$ cat src/rtl/seg_pkg.sv
// rtl/seg_pkg.sv - segment window geometry and seven-segment masks shared with the segmentation block
package seg_pkg;

    localparam int RGB_W   = 12;
    localparam int NUM_WIN = 6;
    localparam int V_TOP   = 150;
    localparam int V_BOT   = 300;
    localparam int WIN_W   = 75;
    localparam int WIN_H   = 150;
    localparam int V_MID   = 75;

    // Masks are {a,b,c,d,e,f,g}, a in the MSB.
    localparam logic [6:0] SEG_0     = 7'h7E;
    localparam logic [6:0] SEG_1     = 7'h30;
    localparam logic [6:0] SEG_2     = 7'h6D;
    localparam logic [6:0] SEG_3     = 7'h79;
    localparam logic [6:0] SEG_4     = 7'h33;
    localparam logic [6:0] SEG_5     = 7'h5B;
    localparam logic [6:0] SEG_6     = 7'h5F;
    localparam logic [6:0] SEG_7     = 7'h70;
    localparam logic [6:0] SEG_8     = 7'h7F;
    localparam logic [6:0] SEG_9     = 7'h7B;
    localparam logic [6:0] SEG_BLANK = 7'h00;

    typedef enum logic {
        BUF_IDLE,
        BUF_FULL
    } buf_state_t;

    // Left edge (exclusive) of each window; window k covers H0 < hcnt < H0+WIN_W.
    function automatic logic [9:0] win_h0(input logic [2:0] k);
        case (k)
            3'd0:    win_h0 = 10'd50;
            3'd1:    win_h0 = 10'd140;
            3'd2:    win_h0 = 10'd230;
            3'd3:    win_h0 = 10'd335;
            3'd4:    win_h0 = 10'd425;
            default: win_h0 = 10'd515;
        endcase
    endfunction

endpackage

$ cat src/rtl/seven_seg_rom.sv
// rtl/seven_seg_rom.sv - 4-bit digit code to {a..g} segment mask, blank for codes 10..15
module seven_seg_rom
    import seg_pkg::*;
(
    input  logic [3:0] code,
    output logic [6:0] mask
);

    always_comb begin
        mask = SEG_BLANK;
        case (code)
            4'd0:    mask = SEG_0;
            4'd1:    mask = SEG_1;
            4'd2:    mask = SEG_2;
            4'd3:    mask = SEG_3;
            4'd4:    mask = SEG_4;
            4'd5:    mask = SEG_5;
            4'd6:    mask = SEG_6;
            4'd7:    mask = SEG_7;
            4'd8:    mask = SEG_8;
            4'd9:    mask = SEG_9;
            default: mask = SEG_BLANK;
        endcase
    end

endmodule

$ cat src/rtl/digit_overlay.sv
// rtl/digit_overlay.sv - renders six seven-segment glyphs onto the VGA pixel stream
module digit_overlay
    import seg_pkg::*;
#(
    parameter int               STROKE   = 8,
    parameter logic [RGB_W-1:0] FG_COLOR = 12'hF00,
    parameter bit               BG_MASK  = 1'b1
) (
    input  logic             clk,
    input  logic             rst,
    input  logic [9:0]       hcnt,
    input  logic [9:0]       vcnt,
    input  logic [RGB_W-1:0] pixel_in,
    input  logic [23:0]      digit_in,
    input  logic             digit_valid,
    output logic             digit_ready,
    output logic             frame_start,
    output logic [RGB_W-1:0] pixel_out
);

    localparam logic [9:0] ST_W   = 10'(STROKE);
    localparam logic [9:0] D_LO   = 10'(WIN_H - STROKE);
    localparam logic [9:0] G_LO   = 10'(V_MID - STROKE / 2);
    localparam logic [9:0] G_HI   = 10'(V_MID + STROKE / 2);
    localparam logic [9:0] R_LO   = 10'(WIN_W - 1 - STROKE);
    localparam logic [9:0] MID_W  = 10'(V_MID);

    buf_state_t state, next_state;
    logic        load_shadow, swap_active, boundary;
    logic [23:0] shadow, active;

    assign boundary    = (hcnt == 10'd0) && (vcnt == 10'd0);
    assign digit_ready = (state == BUF_IDLE);

    always_comb begin
        next_state  = state;
        load_shadow = 1'b0;
        swap_active = 1'b0;
        case (state)
            BUF_IDLE: begin
                // A load landing on the boundary only fills the shadow; it shows next frame.
                if (digit_valid) begin
                    load_shadow = 1'b1;
                    next_state  = BUF_FULL;
                end
            end
            BUF_FULL: begin
                if (boundary) begin
                    swap_active = 1'b1;
                    next_state  = BUF_IDLE;
                end
            end
            default: next_state = BUF_IDLE;
        endcase
    end

    always_ff @(posedge clk or posedge rst) begin
        if (rst) begin
            state       <= BUF_IDLE;
            shadow      <= 24'h0;
            active      <= 24'hFFFFFF;
            frame_start <= 1'b0;
        end else begin
            state       <= next_state;
            frame_start <= boundary;
            if (load_shadow) shadow <= digit_in;
            if (swap_active) active <= shadow;
        end
    end

    // Stage 1: window hit and local coordinates.
    logic       win_hit, v_in;
    logic [2:0] win_k;
    logic [9:0] h0;
    logic [6:0] lx;
    logic [7:0] ly;

    always_comb begin
        win_hit = 1'b0;
        win_k   = 3'd0;
        h0      = 10'd0;
        lx      = 7'd0;
        ly      = 8'd0;
        v_in    = (vcnt > 10'(V_TOP)) && (vcnt <= 10'(V_BOT));
        for (int k = 0; k < NUM_WIN; k++) begin
            h0 = win_h0(3'(k));
            if (v_in && (hcnt > h0) && (hcnt < h0 + 10'(WIN_W))) begin
                win_hit = 1'b1;
                win_k   = 3'(k);
                lx      = 7'(hcnt - h0 - 10'd1);
                ly      = 8'(vcnt - 10'(V_TOP + 1));
            end
        end
    end

    logic             s1_hit;
    logic [2:0]       s1_k;
    logic [6:0]       s1_lx;
    logic [7:0]       s1_ly;
    logic [RGB_W-1:0] s1_pix;

    always_ff @(posedge clk or posedge rst) begin
        if (rst) begin
            s1_hit <= 1'b0;
            s1_k   <= 3'd0;
            s1_lx  <= 7'd0;
            s1_ly  <= 8'd0;
            s1_pix <= '0;
        end else begin
            s1_hit <= win_hit;
            s1_k   <= win_k;
            s1_lx  <= lx;
            s1_ly  <= ly;
            s1_pix <= pixel_in;
        end
    end

    // Stage 2: glyph lookup and colour select.
    logic [3:0] code;
    logic [6:0] mask, seg_hit;
    logic [9:0] lx_w, ly_w;
    logic       upper, lit;

    always_comb begin
        case (s1_k)
            3'd0:    code = active[3:0];
            3'd1:    code = active[7:4];
            3'd2:    code = active[11:8];
            3'd3:    code = active[15:12];
            3'd4:    code = active[19:16];
            3'd5:    code = active[23:20];
            default: code = 4'hF;
        endcase
    end

    seven_seg_rom u_rom (
        .code (code),
        .mask (mask)
    );

    always_comb begin
        lx_w    = {3'd0, s1_lx};
        ly_w    = {2'd0, s1_ly};
        upper   = ly_w < MID_W;
        seg_hit = {
            ly_w < ST_W,
            (lx_w >= R_LO) && upper,
            (lx_w >= R_LO) && !upper,
            ly_w >= D_LO,
            (lx_w < ST_W) && !upper,
            (lx_w < ST_W) && upper,
            (ly_w >= G_LO) && (ly_w < G_HI)
        };
        lit = |(mask & seg_hit);
    end

    always_ff @(posedge clk or posedge rst) begin
        if (rst) begin
            pixel_out <= '0;
        end else if (s1_hit) begin
            pixel_out <= lit ? FG_COLOR : s1_pix;
        end else begin
            pixel_out <= BG_MASK ? '0 : s1_pix;
        end
    end

endmodule

$ cat config.mk
export PLATFORM = sky130hd
export DESIGN_NAME = digit_overlay
export DESIGN_NICKNAME = d
export VERILOG_FILES = /design/src/rtl/seg_pkg.sv /design/src/rtl/seven_seg_rom.sv /design/src/rtl/digit_overlay.sv
export SDC_FILE = /design/constraint.sdc
export NUM_CORES = 1
export LEC_CHECK = 0
export CAP_MARGIN = 20
export CORE_MARGIN = 2
export CORE_UTILIZATION = 45
export DETAILED_ROUTE_END_ITERATION = 12
export GPL_TIMING_DRIVEN = 0
export PLACE_DENSITY = 0.73
export SLEW_MARGIN = 20
export SYNTH_ARGS = -nofsm -noshare
export SYNTH_HDL_FRONTEND = slang
export SYNTH_HIERARCHICAL = 1
export SYNTH_SLANG_ARGS = --single-unit
$ cat constraint.sdc
create_clock -name clk -period 3.2 [get_ports clk]
set_clock_uncertainty 0.15 [all_clocks]
set_input_delay 0.96 -clock clk [delete_from_list [all_inputs] [get_ports clk]]
set_output_delay 0.96 -clock clk [all_outputs]
set_load 0.05 [all_outputs]
==> notes.md <==
Synthesis and place-and-route results.

- The number of optimization iterations in the first detailed-route pass is 5.
- Of the synthesized area, sequential elements account for 0.463.
- The final instance area is 6790 µm².
- The number of OpenROAD warnings is 49.
- The pin count of the biggest net entering global routing is 35.
- The design draws 2450 µW.
- The chip area is 12,100 µm².
- The clock tree synthesis step divided the H-tree into 3 levels.
- The power in sequential cells is around 1300 µW.
- The final report lists a non-filler cell total of 710.
- Once detail routing completed, the nets flagged for antenna violations numbered 0.
- After synthesis, the chip area reported by Yosys is 5040 µm².
- The standard cell area after detailed placement is 5980 µm².
- The switching power summed over all nets is 635 µW.
- Counting plain and timing-repair buffers in the layout gives 120.
- The number of tap instances is around 140.
- The number of global-route vias before repair was 3,954.
- The clock network latency to the later pin of the worst-skew pair is 0.36 ns.
- The ratio of routed vias to standard cells is between 5 and 6.
- The flow ran to the end, and the final reports show no timing, DRC or antenna violations.
- The total routed wire length on the met1 layer is 5130 µm.
- The number of input and output port buffers inserted is 71.
- The library cell with the highest instance count after synthesis is sky130_fd_sc_hd__dfrtp_1.
- The number of standard cells reported by yosys is 451.
- The simple-gate portion of the synthesized area is 0.134.
- The maximum number of buffers from clock root to sink is 2.
- The power drawn by the combinational cells is 445 µW.
- The clock tree buffer count of the final layout is 12.
- Per the layout report, the design carries 25 non-clock inverters.
- In this run the vertical extent of the chip is 110 µm.
- The total DRC errors in the routed layout is 0.
- The switching part of the total power is 0.259.
- The placeable core region is about 11,000 µm².
- Sorting the synthesized cells by how often they occur yields sky130_fd_sc_hd__dfrtp_1 (68), sky130_fd_sc_hd__mux2_2 (48), sky130_fd_sc_hd__ha_1 (27).
- The endpoint of the lowest-slack register-to-register path is pixel_out[7].
- STA classifies the critical path endpoint as a register.
- The sequential cell area share is 0.344.
- TritonCTS built the clock tree.
- The share of synthesized area in the top cell type comes to 0.338.
- The horizontal die dimension reported for this design is 110 µm.
- For reference, the top logic cell family by area is AND-OR/OR-AND gates.
- The predominant post-synthesis flop cell is sky130_fd_sc_hd__dfrtp_1.
- The global routing met3 resource utilization is 0.0255.
- The number of max-slew violations in the final report is 0.
- The layout overhead on the synthesized area is 34.7%.
- Per the synthesis report, the adder-cell share of the synthesized area is 0.0670.
- The biggest area consumer among synthesized cells is sky130_fd_sc_hd__dfrtp_1.
- The most critical hold endpoint after final layout shows a slack of 0.301 ns.
- For reference, the final report shows the hold violation count at 0.
- Per the layout area report, the combinational gate area comes to 2840 µm².
- The proportion of power drawn by the clock network is 0.309.
- Of the cells placed in the final design, the portion with a size suffix greater than 1 is 0.360.
- The overall global routing resource usage is 0.209.
- Per STA, the startpoint of the critical path is hcnt[4].
- The worst path setup slack after routing is 0.0355 ns.
- The detailed router placed slightly above 4k vias in this run.
- The path with the worst hold slack has its endpoint at pixel_out[2].
- The layout contains a multi-input combinational cell count of 317.
- The worst-case register-to-register setup slack is 0.28 ns.
- Per the gpl log, the routability congestion estimate is 0.948.
- Per the GRT congestion report, total overflow comes to 0.
- The internal power consumption is 1820 µW.
- Routed signal wires occupy layers up through met4.
- In the layout the commonest cells are sky130_fd_sc_hd__dfrtp_1 (66), sky130_fd_sc_hd__clkdlybuf4s50_1 (58), sky130_fd_sc_hd__mux2_2 (48).
- Wire segments on met3 add up to 690 µm in the final route.
- The final setup TNS is 0 ns.
- The multi-input logic portion of the cell area is 0.419.
- In this run the core area contains 38 standard-cell rows.
- For reference, the mux area share after synthesis is 0.128.
- The share of power burned in combinational logic is 0.181.
- The clock slew seen by the registers of the worst setup and hold paths is 0.08 ns.
- The OpenROAD report gives the critical path a data arrival time of 3.25 ns.
- The total clock buffers created by CTS is 9.
- The worst-margin pin slew is ~0.71 ns.
- The tree built by TritonCTS fans out to 92 sinks.
- The remaining max-slew budget at the tightest pin is 0.526.
- The detail-routed net length per standard cell is 17.5 µm.
- STA classifies the critical path startpoint as an input port.
- The synthesized instance count is roughly 450.
- The registers reported with the highest flop counts are active: 24 flops, shadow: 24 flops.
- Warnings reported by Yosys during synthesis add up to 6.
- The data required time at the worst endpoint is ~3.3 ns.
- By instance count after routing, the leading logic cell type is sky130_fd_sc_hd__dfrtp_1.
- During I/O placement, the number of pins put on the boundary was 73.
- The maximum net fanout on the critical path is 5.
- Per the hold report, the tightest min-delay path originates at s1_pix[2].
- The total inserted antenna cells is 0.
- The depth of the worst register-to-register path is 14.
- Registers take around 2300 µm².
- Sorting the synthesized cells by area gives the leading types as sky130_fd_sc_hd__dfrtp_1 (34%), sky130_fd_sc_hd__dfstp_2 (13%), sky130_fd_sc_hd__mux2_2 (11%), sky130_fd_sc_hd__ha_1 (6.7%), sky130_fd_sc_hd__a21oi_1 (2.6%).
- Derived from the worst setup path, the maximum achievable clock frequency is 0.316 GHz.
- The first global-routing pass estimated 19,500 µm of wire.
- The number of hold buffers added after CTS was 0.
- IR analysis of the VDD net gives a maximum drop of 0.000255 V.
- The net count entering floorplan is around 540.
- The power report attributes to the sequential group a share of 0.510.
- The area of the mapped netlist is 5040 µm².
- After synthesis, the share of flip-flops with an asynchronous set or reset is 1.00.
- In the floorplan report the effective utilization is 0.463.
- After the last flow step, the layout net total stands at 651.
- The half-perimeter wire length after placement is 8550 µm.
- The cell total after placement is 664.
- The starting DRC count in detailed routing is around 250.
- Per the final report, the share of cell area in clock cells is 0.0286.
- The minimum setup slack after placement is -1.33 ns.
- The clock root buffer is sky130_fd_sc_hd__clkbuf_8.
-- critical path: stages --
cell and delay (ns):
sky130_fd_sc_hd__clkbuf_2 0.12, sky130_fd_sc_hd__clkbuf_8 0.14, sky130_fd_sc_hd__clkinvlp_4 0.13, sky130_fd_sc_hd__ha_4 0.21, sky130_fd_sc_hd__and4b_1 0.19, sky130_fd_sc_hd__or3_1 0.36
sky130_fd_sc_hd__a311oi_2 0.29, sky130_fd_sc_hd__nand2_2 0.15, sky130_fd_sc_hd__buf_4 0.19, sky130_fd_sc_hd__o2111a_1 0.13, sky130_fd_sc_hd__a311o_2 0.36
-- timing repair --
item                       CTS  global route
setup endpoints to repair   55            23
pin swaps                   12            18
buffers inserted            20            11
resized                     76            42
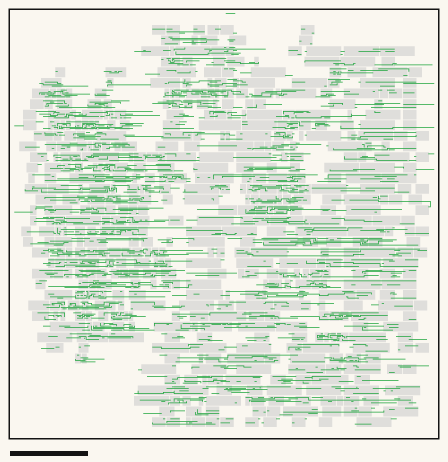
met1.png
The bar under the picture is 20 µm long.
The longest straight run is 43.2 µm. The wires run mostly horizontal. The layer carries 5,130 µm of wire.

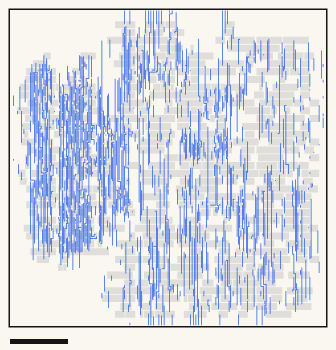
met2.png
The bar under the picture is 20 µm long.
563 nets have wire on it. The layer holds 50% of the routed length. The wires run mostly vertical.

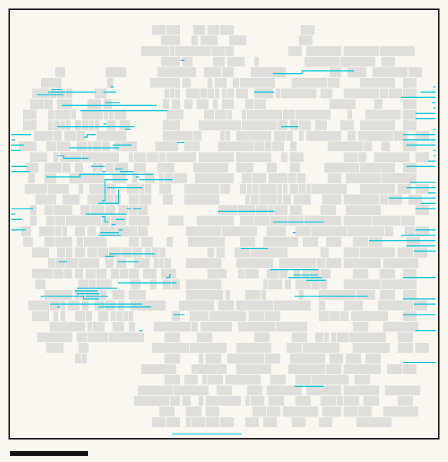
met3.png
The bar under the picture is 20 µm long.
The longest straight run is 23.9 µm. The layer carries 690 µm of wire. The wires run mostly horizontal. 84 nets have wire on it. The layer holds 5.5% of the routed length.

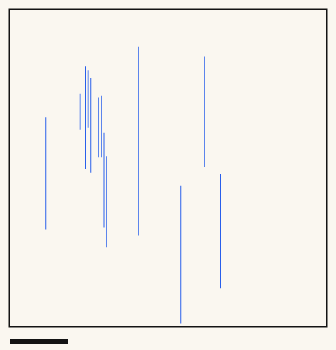
met4.png
The bar under the picture is 20 µm long.
The layer holds 3.5% of the routed length. The wires run mostly vertical. The longest straight run is 65.3 µm. The layer carries 435 µm of wire. 11 nets have wire on it.

Power and IR drop assume default switching activity.
